$ cat src/rtl/lcd_hex_feeder_if.sv
// lcd_hex_feeder bus: load request, value, and the
// character/strobe/status outputs toward the LCD side.
interface lcd_hex_feeder_if;
  logic        LOAD;
  logic [63:0] DIN;
  logic [7:0]  CHAR_OUT;
  logic        CHK;
  logic        BUSY;
  logic        DONE;

  modport master (
    output LOAD,
    output DIN,
    input  CHAR_OUT,
    input  CHK,
    input  BUSY,
    input  DONE
  );

  modport slave (
    input  LOAD,
    input  DIN,
    output CHAR_OUT,
    output CHK,
    output BUSY,
    output DONE
  );
endinterface

$ cat src/rtl/lcd_hex_feeder.sv
// lcd_hex_feeder: renders a 64-bit value as 16 ASCII hex
// characters, MSB nibble first, one strobe per character.
module lcd_hex_feeder #(
  parameter int GAP   = 4,
  parameter bit UPPER = 1'b1
) (
  input  logic             CLK,
  input  logic             RESETN,
  lcd_hex_feeder_if.slave  bus
);

  localparam logic [7:0] GAP_M1 = 8'(GAP - 1);

  typedef enum logic [1:0] {
    IDLE   = 2'd0,
    SETUP  = 2'd1,
    STROBE = 2'd2
  } state_e;

  state_e      state_q, state_d;
  logic [63:0] sh_q, sh_d;
  logic [3:0]  idx_q, idx_d;
  logic [7:0]  cnt_q, cnt_d;
  logic [7:0]  char_q, char_d;
  logic        chk_q, chk_d;
  logic        busy_q, busy_d;
  logic        done_q, done_d;

  function automatic logic [7:0] asc(
    input logic [3:0] n
  );
    logic [7:0] base;
    base = UPPER ? 8'h41 : 8'h61;
    if (n < 4'd10)
      return 8'h30 + {4'h0, n};
    else
      return base + {4'h0, n} - 8'd10;
  endfunction

  // Next state, datapath updates and registered output values
  always_comb begin
    state_d = state_q;
    sh_d    = sh_q;
    idx_d   = idx_q;
    cnt_d   = cnt_q;
    char_d  = char_q;
    done_d  = 1'b0;
    case (state_q)
      IDLE: begin
        if (bus.LOAD) begin
          sh_d    = bus.DIN;
          idx_d   = 4'd0;
          cnt_d   = 8'd0;
          char_d  = asc(bus.DIN[63:60]);
          state_d = SETUP;
        end
      end
      SETUP: begin
        cnt_d = cnt_q + 8'd1;
        if (cnt_q == GAP_M1)
          state_d = STROBE;
      end
      STROBE: begin
        if (idx_q != 4'd15) begin
          idx_d   = idx_q + 4'd1;
          sh_d    = sh_q << 4;
          char_d  = asc(sh_q[59:56]);
          cnt_d   = 8'd0;
          state_d = SETUP;
        end else begin
          state_d = IDLE;
          done_d  = 1'b1;
        end
      end
      default: begin
        state_d = IDLE;
      end
    endcase
    chk_d  = (state_d == STROBE);
    busy_d = (state_d == SETUP) ||
             (state_d == STROBE);
  end

  // State and output registers; reset wins over LOAD
  always_ff @(posedge CLK) begin
    if (RESETN) begin
      state_q <= IDLE;
      sh_q    <= '0;
      idx_q   <= '0;
      cnt_q   <= '0;
      char_q  <= 8'h20;
      chk_q   <= 1'b0;
      busy_q  <= 1'b0;
      done_q  <= 1'b0;
    end else begin
      state_q <= state_d;
      sh_q    <= sh_d;
      idx_q   <= idx_d;
      cnt_q   <= cnt_d;
      char_q  <= char_d;
      chk_q   <= chk_d;
      busy_q  <= busy_d;
      done_q  <= done_d;
    end
  end

  assign bus.CHAR_OUT = char_q;
  assign bus.CHK      = chk_q;
  assign bus.BUSY     = busy_q;
  assign bus.DONE     = done_q;

endmodule

$ cat src/flat_wrapper.sv
// flat-port wrapper written by rule: the top's interface ports become plain ports
module lcd_hex_feeder_flat 
#(
  parameter int GAP   = 4,
  parameter bit UPPER = 1'b1
)
  (CLK, RESETN, bus_LOAD, bus_DIN, bus_CHAR_OUT, bus_CHK, bus_BUSY, bus_DONE);
  lcd_hex_feeder_if bus_i ();
  input  logic CLK;
  input  logic RESETN;
  input wire logic [$bits(bus_i.LOAD)-1:0] bus_LOAD;
  input wire logic [$bits(bus_i.DIN)-1:0] bus_DIN;
  output wire logic [$bits(bus_i.CHAR_OUT)-1:0] bus_CHAR_OUT;
  output wire logic [$bits(bus_i.CHK)-1:0] bus_CHK;
  output wire logic [$bits(bus_i.BUSY)-1:0] bus_BUSY;
  output wire logic [$bits(bus_i.DONE)-1:0] bus_DONE;
  assign bus_i.LOAD = bus_LOAD;
  assign bus_i.DIN = bus_DIN;
  assign bus_CHAR_OUT = bus_i.CHAR_OUT;
  assign bus_CHK = bus_i.CHK;
  assign bus_BUSY = bus_i.BUSY;
  assign bus_DONE = bus_i.DONE;
  lcd_hex_feeder #(.GAP(GAP), .UPPER(UPPER)) u_core (.CLK(CLK), .RESETN(RESETN), .bus(bus_i));
endmodule
$ cat config.mk
export PLATFORM = sky130hd
export DESIGN_NAME = lcd_hex_feeder_flat
export DESIGN_NICKNAME = d
export VERILOG_FILES = /design/src/rtl/lcd_hex_feeder_if.sv /design/src/rtl/lcd_hex_feeder.sv /design/src/flat_wrapper.sv
export SDC_FILE = /design/constraint.sdc
export NUM_CORES = 1
export LEC_CHECK = 0
export ABC_AREA = 1
export CAP_MARGIN = 20
export CORE_ASPECT_RATIO = 1.4
export CORE_MARGIN = 8
export CORE_UTILIZATION = 54
export CTS_BUF_LIST = sky130_fd_sc_hd__clkbuf_8
export CTS_CLUSTER_DIAMETER = 30
export DETAILED_ROUTE_END_ITERATION = 10
export GPL_ROUTABILITY_DRIVEN = 1
export PLACE_DENSITY_LB_ADDON = 0.25
export SETUP_SLACK_MARGIN = 0.4
export SLEW_MARGIN = 25
export SYNTH_ARGS = -nofsm -noshare
export SYNTH_HDL_FRONTEND = slang
export SYNTH_SLANG_ARGS = --single-unit
$ cat constraint.sdc
create_clock -name CLK -period 1.9 [get_ports CLK]
set_clock_uncertainty 0.1 [all_clocks]
set_input_delay 0.285 -clock CLK [delete_from_list [all_inputs] [get_ports CLK]]
set_output_delay 0.285 -clock CLK [all_outputs]
set_load 0.005 [all_outputs]
==> reports/results.tsv, run 1 <==
metric	value	unit
clkCellAreaFrac	0.0342	
syn_inst	644	
grt_setup_unrepaired	true	
num-multi-input-gates	487	
antennaDiodeCount	0	
outcome	finished, final reports clean	
hold_path_depth	1	
buffers	90	
power_leakage	2.41	nW
ant_nets	0	
hold_class	flip-flop to flip-flop	
gp_congestion	0.817	
comb_share	0.410	
seqPwrFrac	0.520	
gr-total-overflow	0	
num_vias	4112	
synth.yosys.seq_area_share	0.410	
critPathSlowestCell	dfxtp_2	
finalCritPeriodShare	0.814	
numSynthFlops	84	
endpoint_kind	flip-flop	
crit_chain	ha_4 -> nand3_4 -> nand2_2 -> nand2_4 -> inv_4 -> nand2_1 -> nand2_2 -> ha_4 -> nor2_1	
cts_setup_buffers	0	
nClkBuffers	10	
seq_cell_count	84	
swShare	0.257	
viasPerCell	5.08	
pg_seq	1.96	mW
clock.fmax	0.647	GHz
syn_area	0.00410	mm²
drc	0	
antenna_found_initial	0	
routed_wl	10.2	mm
dr.pass1.iters	5	
fin_crit	1.55	ns
synth_chip_area	0.00410	mm²
rr_startpoint	u_core.idx_q[1]$_SDFFE_PP0P_	
place_inst	795	
fillers	650	
setup-violations-final	0	
power_density	725	mW/mm²
pin_count	78	
fin_cells	809	
run 1: worst max-delay path, delay by kind of cell, from the launching register on:
| family | cells | cell delay (ns) |
|---|---|---|
| adder cells (fa/ha/maj) | 2 | 0.36 |
| AND/OR/NAND/NOR | 6 | 0.56 |
| buffers and inverters | 1 | 0.10 |
| flip-flops | 1 | 0.37 |
run 1: placed cells by master (no fill, tap or decap), drive strengths merged:
cell and count:
a21oi 16, buf 14, bufinv 1, clkbuf 10
clkdlybuf4s50 66, clkinv 2, conb 1, dfxtp 84
dlygate4sd2 10, ha 5, inv 38, nand2 217
nand3 26, nand4 2, nor2 140, nor3 3
o21ai 72, o22ai 4, or2 1
run 1: sequential cells by signal, indices dropped and copies added (netlist names):
name,flops
u_core.bus.BUSY,1
u_core.bus.CHAR_OUT,7
u_core.idx_q,4
u_core.cnt_q,8
u_core.bus.DONE,1
u_core.sh_q,60
u_core.bus.CHK,1
u_core.state_q,2
run 1: logic make-up (layout without fill, tap and decap cells):
group / count (synthesis) / count (layout) / synth area share
other cells: 1 / 1 / 0.000914
fa+ha+maj: 5 / 5 / 0.0153
buf+inv: 73 / 141 / 0.0854
compound gates: 92 / 92 / 0.113
simple gates: 389 / 389 / 0.375
flops: 84 / 84 / 0.410
run 1: cells in the mapped netlist:
cell / instances
nand2_1: 215
nor2_1: 138
dfxtp_1: 84
o21ai_0: 70
inv_1: 33
nand3_1: 25
a21oi_1: 16
clkbuf_1: 16
buf_4: 9
buf_6: 5
ha_1: 5
inv_2: 5
buf_2: 4
o22ai_1: 4
nor3_1: 3
nand4_1: 2
o21ai_1: 2
buf_1: 1
conb_1: 1
nand2_2: 1
nand2_4: 1
nand3_2: 1
nor2_2: 1
nor2_8: 1
or2_2: 1
run 1: metal layers:
metal / global-route usage / wire [µm] / vias up
met2: 0.345 / 5200 / 130
met4: 0.0961 / 224 / 0
li1: - / - / 2136
met3: 0.0434 / 548 / 16
met1: 0.213 / 4200 / 1830
met5: 0 / 0 / -
run 1: worst max path at each step:
stage / startpoint / end / slack [ns] / depth (start not counted)
2_1_floorplan: u_core.idx_q[1]$_SDFFE_PP0P_ / u_core.bus.BUSY$_SDFF_PP0_ / 0.37 / 10
3_3_place_gp: bus_LOAD / u_core.sh_q[45]$_SDFFE_PP0P_ / 0.22 / 6
3_5_place_dp: bus_LOAD / u_core.sh_q[49]$_SDFFE_PP0P_ / 0.17 / 6
4_1_cts: u_core.cnt_q[1]$_SDFFE_PP0P_ / u_core.bus.BUSY$_SDFF_PP0_ / 0.36 / 9
5_1_grt: u_core.state_q[1]$_SDFF_PP0_ / u_core.bus.BUSY$_SDFF_PP0_ / 0.28 / 9
6_report: u_core.idx_q[1]$_SDFFE_PP0P_ / u_core.bus.BUSY$_SDFF_PP0_ / 0.35 / 9
run 1: metrics by stage:
step	area, µm²	hold slack, ns	total power [mW]	setup slack (ns)
2_1_floorplan	4130	0.264	2.31	0.369
3_3_place_gp	4920	0.338	2.54	0.219
3_5_place_dp	4920	0.355	2.56	0.172
4_1_cts	5110	0.363	3.76	0.357
5_1_grt	5200	0.387	3.96	0.278
6_report	5200	0.371	3.77	0.354
run_1/floorplan.png
Bar = 20 µm. Pins as bars on the die edge.
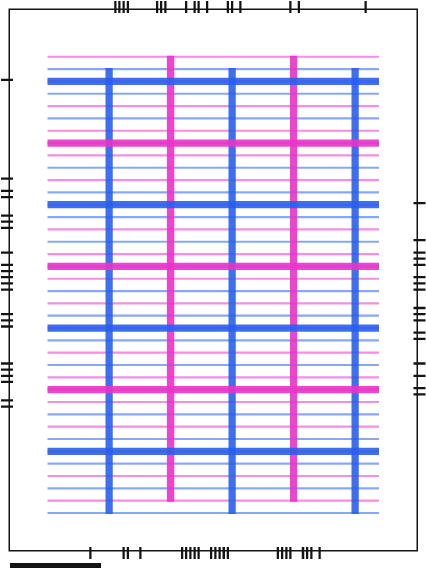
| color | net |
|---|---|
| blue | VSS |
| magenta | VDD |
met4 straps: 5
rows: 37
met5 straps: 7

run_1/class_map.png
Bar = 20 µm.
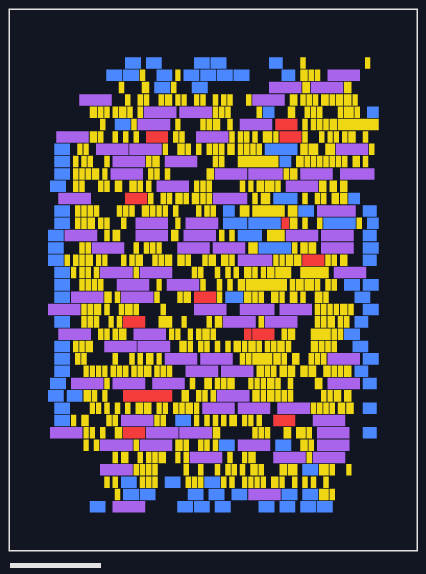
| color | class | cells |
|---|---|---|
| blue | remaining buffers and delay cells | 90 |
| purple | registers | 84 |
| yellow | remaining logic cells | 525 |
| red | clock drivers and dummy loads | 13 |
sequential share of cell area: 0.325
Layout Cell Area excl Fill: 0.00520 mm²
FP Rows: 37
final core occ: 0.706

run_1/clock_wires.png
Bar = 20 µm.
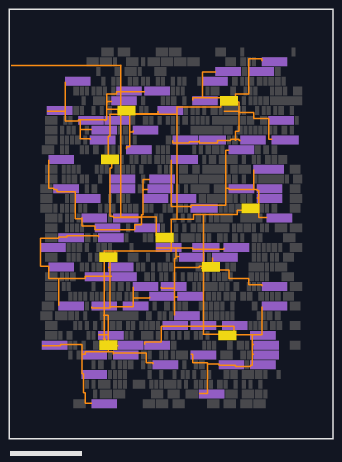
[orange] clock wires | length: 974 µm
[purple] flip-flops | count: 84
[yellow] clock-net drivers | count: 9
routed clock nets: 10
clk pwr: 1.21 mW
Clock Power Share: 0.321
Late-Pin Clk Latency: 0.36 ns

==> run 2: changes to the inputs <==
==> constraint.sdc (replaced) <==
create_clock -name CLK -period 1.5 [get_ports CLK]
set_clock_uncertainty 0.1 [all_clocks]
set_input_delay 0.225 -clock CLK [delete_from_list [all_inputs] [get_ports CLK]]
set_output_delay 0.225 -clock CLK [all_outputs]
set_load 0.005 [all_outputs]
run_2/layers.png
Only two layers are drawn.
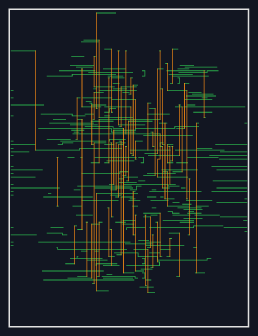
| color | layer | wire length |
|---|---|---|
| orange | M4 | 1460 µm |
| green | M3 | 1900 µm |

run_2/placed.png
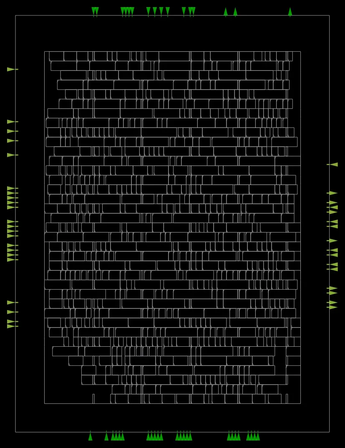
# fillers: 345
sequential share of cell area: 0.267

==> run 2 against run 1 <==
Effect of this change:
- the flow now finishes with violations (setup timing)
- synthesized cell count unchanged
- clock power up 53%
- register-to-register slack worse by 0.59 ns
- flip-flop count unchanged
- wire length up 75%
- combinational power up 110%
- maximum frequency down 11%
- global-route usage up 4.0 points
- worst hold slack worse by 0.025 ns
- power up 50%
- critical path type unchanged
- critical endpoint is now u_core.sh_q[11]$_SDFFE_PP0P_
- largest power group unchanged
==> reports/results.tsv, run 2 <==
metric	value	unit
outcome	finished with violations	
violations	setup timing	
dp_slack	-0.166	ns
fin_crit	1.74	ns
endpoint_kind	flip-flop	
m1WireLength	5.91	mm
num_vias	5269	
common_cells	nand2_1 (215), nor2_1 (138), dfxtp_1 (84)	
dr.pass1.iters	6	
synthAdderAreaFrac	0.0153	
whs	0.345	ns
fin_util	0.870	
crit_chain	ha_4 -> nand3_4 -> nand2_4 -> nand2_8 -> buf_12 -> buf_8 -> o21ai_2 -> nor2_1	
async_flop_share	0	
cp_num_buf_inv	2	
antennaDiodeCount	0	
syn_inst	644	
ys_top_logic_family	simple AND/OR/NAND/NOR gates	
path_depth	8	
synth_chip_area	0.00410	mm²
ys_sh_simple	0.375	
syn_area	0.00410	mm²
hold_class	input pin to flip-flop	
insertion_delay	0.36	ns
crit_start	u_core.idx_q[1]$_SDFFE_PP0P_	
gp_congestion	0.802	
setup-violations-final	63	
edf_count	0	
rr_startpoint	u_core.idx_q[1]$_SDFFE_PP0P_	
crit_family	simple AND/OR/NAND/NOR gates	
lay_top_cells	nand2_1 (209), nor2_1 (105), dfxtp_1 (67)	
synth.yosys.seq_area_share	0.410	
place_area	0.00512	mm²
dr_wl_met2	8.57	mm
drc	0	
viasPerCell	6.12	
topRoutingLayerUsed	met4	
rows	37	
routed_wl	17.8	mm
ys_sh_xor	0	
grt_setup_unrepaired	true	
setup_ws	-0.236	ns
run 2: cell count changes in the layout (fill, tap and decap cells not counted), sizes merged:
| cell | delta |
|---|---|
| bufinv | +1 |
| buf | +51 |
| clkbuf | +7 |
| dlygate4sd2 | -10 |
| inv | +2 |
| clkinv | -1 |
| clkinvlp | +2 |
run 2: routing by layer:
metal | up-vias | global-route usage
met5 | - | 0
met4 | 0 | 0.133
met3 | 148 | 0.0530
met2 | 457 | 0.415
met1 | 2423 | 0.250
li1 | 2241 | -
run 2: worst min-delay path by stage:
stage	slack [ns]	from	depth (start not counted)	to
after floorplan	0.20	RESETN	1	u_core.bus.DONE$_SDFF_PP0_
after global placement	0.35	u_core.bus.CHAR_OUT[4]$_SDFFE_PP0P_	2	u_core.bus.CHAR_OUT[4]$_SDFFE_PP0P_
after detailed placement	0.36	u_core.bus.CHAR_OUT[4]$_SDFFE_PP0P_	2	u_core.bus.CHAR_OUT[4]$_SDFFE_PP0P_
after CTS	0.34	bus_DIN[0]	3	u_core.sh_q[0]$_SDFFE_PP0P_
after global routing	0.36	bus_DIN[0]	3	u_core.sh_q[0]$_SDFFE_PP0P_
final	0.35	bus_DIN[3]	3	u_core.sh_q[3]$_SDFFE_PP0P_
run 2: logic make-up (layout without fill, tap and decap cells):
kind of cell               Yosys count  count (layout)
and+or+nand+nor                    389             389
AOI/OAI and AO/OA                   92              92
DFF                                 84              84
buffers and inverters               73             193
adders and majority gates            5               5
other                                1               1
run 2: area by class of cell:
cell class,instances,area share
clock inverter,7,0.0154
multi-input combinational,487,0.402
timing repair buffer,139,0.252
clock buffer,9,0.0193
tap,97,0.0190
sequential,84,0.267
inverter,38,0.0254
run 2: repair_timing:
item / 4_1_cts / 5_1_grt
endpoints found under the setup margin: 94 / 94
gates resized: 151 / 97
gates cloned: 4 / 9
buffers inserted: 12 / 10
hold buffers: 0 / 0
pin swaps: 15 / 38
run 2: worst min-delay path, cell delays in order:
cell             delay [ns]
clkdlybuf4s50_1        0.39
inv_1                  0.07
o22ai_2                0.08
run 2: power by group:
part | total (mW) | switching [mW] | internal, mW
Combinational | 1.27 | 0.650 | 0.623
Clock | 1.85 | 0.901 | 0.948
Sequential | 2.53 | 0.134 | 2.39
run 2: stage by stage:
stage	std cells	power [mW]
final	861	5.65
after global placement	810	3.28
after floorplan	644	2.92
after CTS	842	5.25
after global routing	861	5.82
after detailed placement	810	3.31
No activity file was given, so power comes from the tool's default toggle rates.
